### config.mk
export PLATFORM = sky130hd
export DESIGN_NAME = interlock_out_sched_flat
export DESIGN_NICKNAME = d
export VERILOG_FILES = /design/src/rtl/interlock_out_sched_if.sv /design/src/rtl/interlock_out_sched.sv /design/src/flat_wrapper.sv
export SDC_FILE = /design/constraint.sdc
export NUM_CORES = 1
export LEC_CHECK = 0
export CORE_ASPECT_RATIO = 2
export CORE_MARGIN = 10
export CORE_UTILIZATION = 60
export DETAILED_ROUTE_END_ITERATION = 10
export PLACE_DENSITY = 0.75
export SYNTH_ARGS = -nofsm -noshare
export SYNTH_HDL_FRONTEND = slang
export SYNTH_SLANG_ARGS = --single-unit
### constraint.sdc
create_clock -name pclk_50M -period 8.4 [get_ports pclk_50M]
set_input_delay 0.84 -clock pclk_50M [delete_from_list [all_inputs] [get_ports pclk_50M]]
set_output_delay 0.84 -clock pclk_50M [all_outputs]
set_load 0.02 [all_outputs]
### src/rtl/interlock_out_sched_if.sv
// Bus bundle for the interlock output scheduler: raw requests, route-table
// configuration port and the granted output field.
interface interlock_out_sched_if;
    logic [1:8]  req;
    logic        cfg_we;
    logic [2:0]  cfg_ch;
    logic [1:28] cfg_mask;
    logic        cfg_err;
    logic [1:8]  grant;
    logic [1:28] eout;
    logic [3:0]  owner;
    logic        busy;

    modport master (
        output req, cfg_we, cfg_ch, cfg_mask,
        input  cfg_err, grant, eout, owner, busy
    );

    modport slave (
        input  req, cfg_we, cfg_ch, cfg_mask,
        output cfg_err, grant, eout, owner, busy
    );
endinterface

### src/rtl/interlock_out_sched.sv
// Round-robin arbiter for 8 interlock channels sharing a 28-bit output field,
// with request debounce, per-channel route masks and an enforced all-off dead-time.
module interlock_out_sched #(
    parameter int unsigned DEB_CYCLES  = 500000,
    parameter int unsigned DEAD_CYCLES = 50000
) (
    input  logic                  pclk_50M,
    input  logic                  rst,
    interlock_out_sched_if.slave  bus
);
    localparam int DEB_W  = $clog2(DEB_CYCLES + 1);
    localparam int DEAD_W = $clog2(DEAD_CYCLES + 1);
    localparam logic [DEB_W-1:0]  DEB_LAST  = DEB_W'(DEB_CYCLES - 1);
    localparam logic [DEAD_W-1:0] DEAD_LAST = DEAD_W'(DEAD_CYCLES - 1);

    typedef enum logic [1:0] {S_IDLE, S_GRANT, S_DEAD} state_t;

    state_t            state, state_n;
    logic [1:8]        req_s1, req_s2, req_f;
    logic [DEB_W-1:0]  deb_cnt [1:8];
    logic [DEAD_W-1:0] dead_cnt;
    logic [3:0]        last, owner_q, sel, wr_ch;
    logic [1:28]       route_tbl [1:8];
    logic [1:28]       eout_q;
    logic [1:8]        grant_v;
    logic              cfg_err_q, wr_blocked;

    // First set request strictly after 'from', wrapping 8 -> 1; 0 when none.
    function automatic logic [3:0] rr_pick(input logic [1:8] r, input logic [3:0] from);
        logic [3:0] ch;
        logic [3:0] pick;
        pick = 4'd0;
        ch   = from;
        for (int i = 0; i < 8; i++) begin
            ch = (ch == 4'd8) ? 4'd1 : ch + 4'd1;
            if (pick == 4'd0 && r[ch]) pick = ch;
        end
        return pick;
    endfunction

    // NOTE: sequential state uses non-blocking assignments so every flop samples pre-edge values.
    always_ff @(posedge pclk_50M) begin
        if (rst) begin
            req_s1 <= '0;
            req_s2 <= '0;
            req_f  <= '0;
            for (int n = 1; n <= 8; n++) deb_cnt[n] <= '0;
        end else begin
            req_s1 <= bus.req;
            req_s2 <= req_s1;
            for (int n = 1; n <= 8; n++) begin
                if (req_s2[n] == req_f[n]) begin
                    deb_cnt[n] <= '0;
                end else if (deb_cnt[n] == DEB_LAST) begin
                    req_f[n]   <= ~req_f[n];
                    deb_cnt[n] <= '0;
                end else begin
                    deb_cnt[n] <= deb_cnt[n] + DEB_W'(1);
                end
            end
        end
    end

    always_ff @(posedge pclk_50M) begin
        if (rst) state <= S_IDLE;
        else     state <= state_n;
    end

    // NOTE: every always_comb output gets a default first, so no path can infer a latch.
    always_comb begin
        state_n = state;
        sel     = rr_pick(req_f, last);
        case (state)
            S_IDLE:  if (sel != 4'd0)          state_n = S_GRANT;
            S_GRANT: if (!req_f[owner_q])      state_n = S_DEAD;
            S_DEAD:  if (dead_cnt == DEAD_LAST) state_n = S_IDLE;
            default:                           state_n = S_IDLE;
        endcase
    end

    // Writes to the live owner are refused so eout can never change mid-grant.
    assign wr_ch      = {1'b0, bus.cfg_ch} + 4'd1;
    assign wr_blocked = (state == S_GRANT) && (wr_ch == owner_q);

    // NOTE: the route table is reset explicitly, which forces it into flops rather than RAM.
    always_ff @(posedge pclk_50M) begin
        if (rst) begin
            last      <= 4'd8;
            owner_q   <= 4'd0;
            eout_q    <= '0;
            dead_cnt  <= '0;
            cfg_err_q <= 1'b0;
            for (int n = 1; n <= 8; n++) route_tbl[n] <= '0;
        end else begin
            case (state)
                S_IDLE: if (state_n == S_GRANT) begin
                    owner_q <= sel;
                    last    <= sel;
                    eout_q  <= route_tbl[sel];
                end
                S_GRANT: if (state_n == S_DEAD) begin
                    owner_q  <= 4'd0;
                    eout_q   <= '0;
                    dead_cnt <= '0;
                end
                S_DEAD:  dead_cnt <= dead_cnt + DEAD_W'(1);
                default: ;
            endcase

            cfg_err_q <= 1'b0;
            if (bus.cfg_we) begin
                if (wr_blocked) cfg_err_q        <= 1'b1;
                else            route_tbl[wr_ch] <= bus.cfg_mask;
            end
        end
    end

    always_comb begin
        grant_v = '0;
        if (owner_q != 4'd0) grant_v[owner_q] = 1'b1;
    end

    assign bus.grant   = grant_v;
    assign bus.eout    = eout_q;
    assign bus.owner   = owner_q;
    assign bus.busy    = (state != S_IDLE);
    assign bus.cfg_err = cfg_err_q;
endmodule

### src/flat_wrapper.sv
// flat-port wrapper written by rule: the top's interface ports become plain ports
module interlock_out_sched_flat 
#(
    parameter int unsigned DEB_CYCLES  = 500000,
    parameter int unsigned DEAD_CYCLES = 50000
)
  (pclk_50M, rst, bus_req, bus_cfg_we, bus_cfg_ch, bus_cfg_mask, bus_cfg_err, bus_grant, bus_eout, bus_owner, bus_busy);
  interlock_out_sched_if bus_i ();
  input  logic pclk_50M;
  input  logic rst;
  input wire logic [$bits(bus_i.req)-1:0] bus_req;
  input wire logic [$bits(bus_i.cfg_we)-1:0] bus_cfg_we;
  input wire logic [$bits(bus_i.cfg_ch)-1:0] bus_cfg_ch;
  input wire logic [$bits(bus_i.cfg_mask)-1:0] bus_cfg_mask;
  output wire logic [$bits(bus_i.cfg_err)-1:0] bus_cfg_err;
  output wire logic [$bits(bus_i.grant)-1:0] bus_grant;
  output wire logic [$bits(bus_i.eout)-1:0] bus_eout;
  output wire logic [$bits(bus_i.owner)-1:0] bus_owner;
  output wire logic [$bits(bus_i.busy)-1:0] bus_busy;
  assign bus_i.req = bus_req;
  assign bus_i.cfg_we = bus_cfg_we;
  assign bus_i.cfg_ch = bus_cfg_ch;
  assign bus_i.cfg_mask = bus_cfg_mask;
  assign bus_cfg_err = bus_i.cfg_err;
  assign bus_grant = bus_i.grant;
  assign bus_eout = bus_i.eout;
  assign bus_owner = bus_i.owner;
  assign bus_busy = bus_i.busy;
  interlock_out_sched #(.DEB_CYCLES(DEB_CYCLES), .DEAD_CYCLES(DEAD_CYCLES)) u_core (.pclk_50M(pclk_50M), .rst(rst), .bus(bus_i));
endmodule
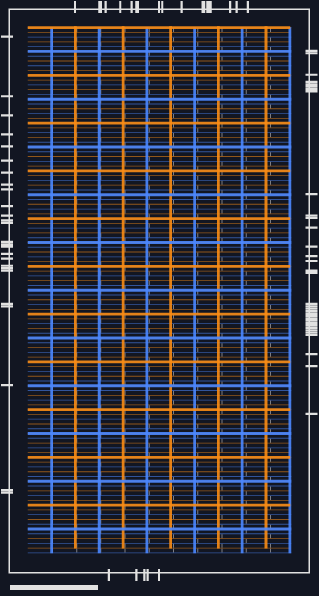
(floorplan with the power grid)
The bar under the picture is 50 um long. Pins as bars on the die edge. Tap cells in gray.
- blue: VSS
- orange: VDD
- met4 straps: 11
- met1 rails: 111
- rows: 110
- signal pins: 84
- tap cells: 560
Die Y: 320 um
Die Width: 170 um

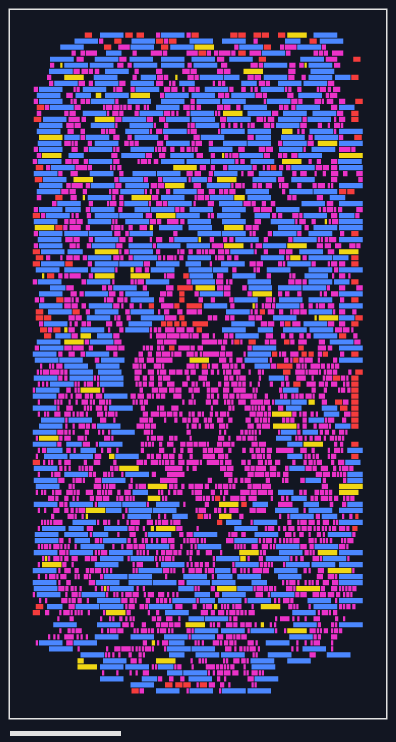
(placement by cell class)
The bar under the picture is 50 um long.
- red: remaining buffers and delay cells (cells 116; share of their area 3.8%)
- yellow: clock drivers and dummy loads (cells 86; share of their area 5.5%)
- magenta: remaining logic cells (cells 1,986; share of their area 42%)
- blue: registers (cells 511; share of their area 49%)

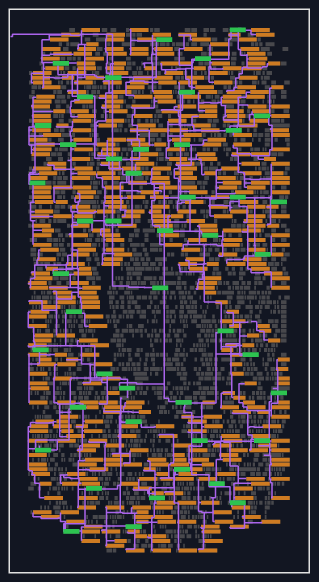
(clock wires, drivers and flops)
- orange: flip-flops (count 511)
- purple: clock wires (length 5,790 um)
- green: clock-net drivers (count 46)
- routed clock nets: 47
- flops lie: widely spread
Clock Latency Late Sink: 0.59 ns
Clk pwr share: 21.5%

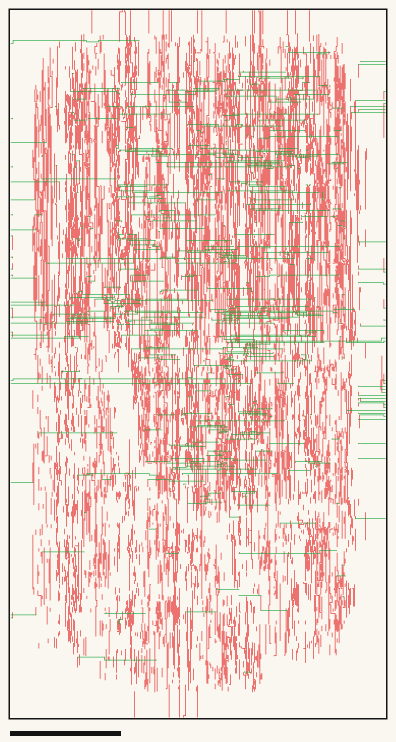
(wiring by layer)
The bar under the picture is 50 um long. Two of the layers only.
- red: M2 (wire length 32.8 mm)
- green: M3 (wire length 5,200 um)

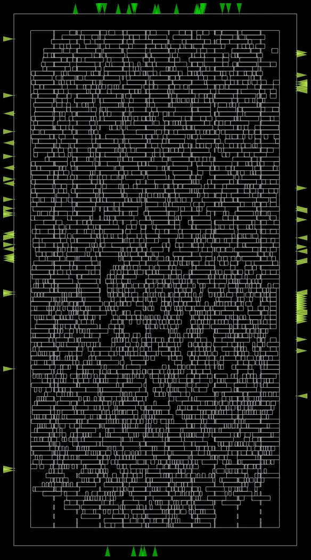
(placement view)
Seq cells: 511
fillers: 3,384
Taps Inserted: 560
sequential cell area share: 47.8%

==> changes_impl.md <==
### Implementation results

* Hold buffer count at cts at 0
* Top-area cell share at 48.0%
* Clock Skew at between 0.03 and 0.04 ns
* Least-Margin Pin Slew at about 1.1 ns
* GR peak layer: met2
* R2R Path End: u_core.bus.eout[6]
* Commonest non-fill, non-tap cells in the layout: 432 x edfxtp_1, 267 x and2_1, 250 x nand2_1
* Fa+ha+maj area frac at less than 1%
* Cell area after layout at just over 30,000 sq um
* Total track usage at around a quarter
* Nets at between 2,000 and 3,000
* Leak at roughly 11 nW
* Outcome: finished clean
* Grt met3 use at between 4 and 5%
* Register share after synthesis at a little over half
* Biggest register: u_core.route_tbl
* Worst slew margin at between 20% and 30%
* Clock root buffer: clkbuf_16
* Comb gates at between 1,500 and 2,000
* DP Area at just under 30,000 sq um
* Setup Crit Path Kind: reg -> reg
* CP startpoint: u_core.last[0]
* Met3 WL at 5200 um
* Max-Cap Viols at 0
* Finished Core Util at 68.1%
* Crit share post-route at between 90 and 100%
* Highest Signal Layer: met5
* HP Start: u_core.req_s1[7]
* Antenna violations before repair at 3
* Simple Share, Synth at 21.1%
* Gate power share at about half
* Min-delay worst type: reg -> reg
* Post-synth top area cell: edfxtp_1
* Critical Path RT at a little under 9 ns
* Crit path to: u_core.bus.eout[6]
* Critical path startpoint category: register
* Ys async rst share at 0%
* Compound Share, Synth at between 10 and 15%
* Clock buffers at roughly 58
* Critical path's slowest cell: dfxtp_1
* Combinational group power at between 5 and 6 mW
* Sw frac at 43.1%
* Setup ws final at 0.822 ns
* Routed length on met1 at around 28,000 um
* Main flop type: edfxtp_1
* Top pwr grp: combinational logic
* Cell area leaders: edfxtp_1 48%, and2_1 6.2%, dfxtp_1 5.9%
* Layout area overhead at 12.8%
* # DRC at 0
* TNS Setup at 0 ns
* Sequential share of power at 28.8%
* Minimum clock period at around 7.6 ns
* Share of post-route cells with drive strength above 1 at 7.74%
* Met2 routed WL at roughly 33,000 um
* Register-to-register setup slack at around 0.82 ns
* H-tree Lvls at 2
* Internal power at between 5 and 6 mW
* DR WL/cell at between 20 and 25 um
* Final-report hold violation count at 0
* Count of non-CTS buffers in the layout at about 120
* Final Hold Slack at between 0.4 and 0.5 ns
* YS chip area at between 20,000 and 30,000 sq um
* FP Util at 60.4%
* CP dominant cell by count: buf_4
* Max reg flops at between 200 and 300
* Pre-CTS setup slack at between 1 and 1.5 ns
Power is estimated from default activity; no workload was simulated.
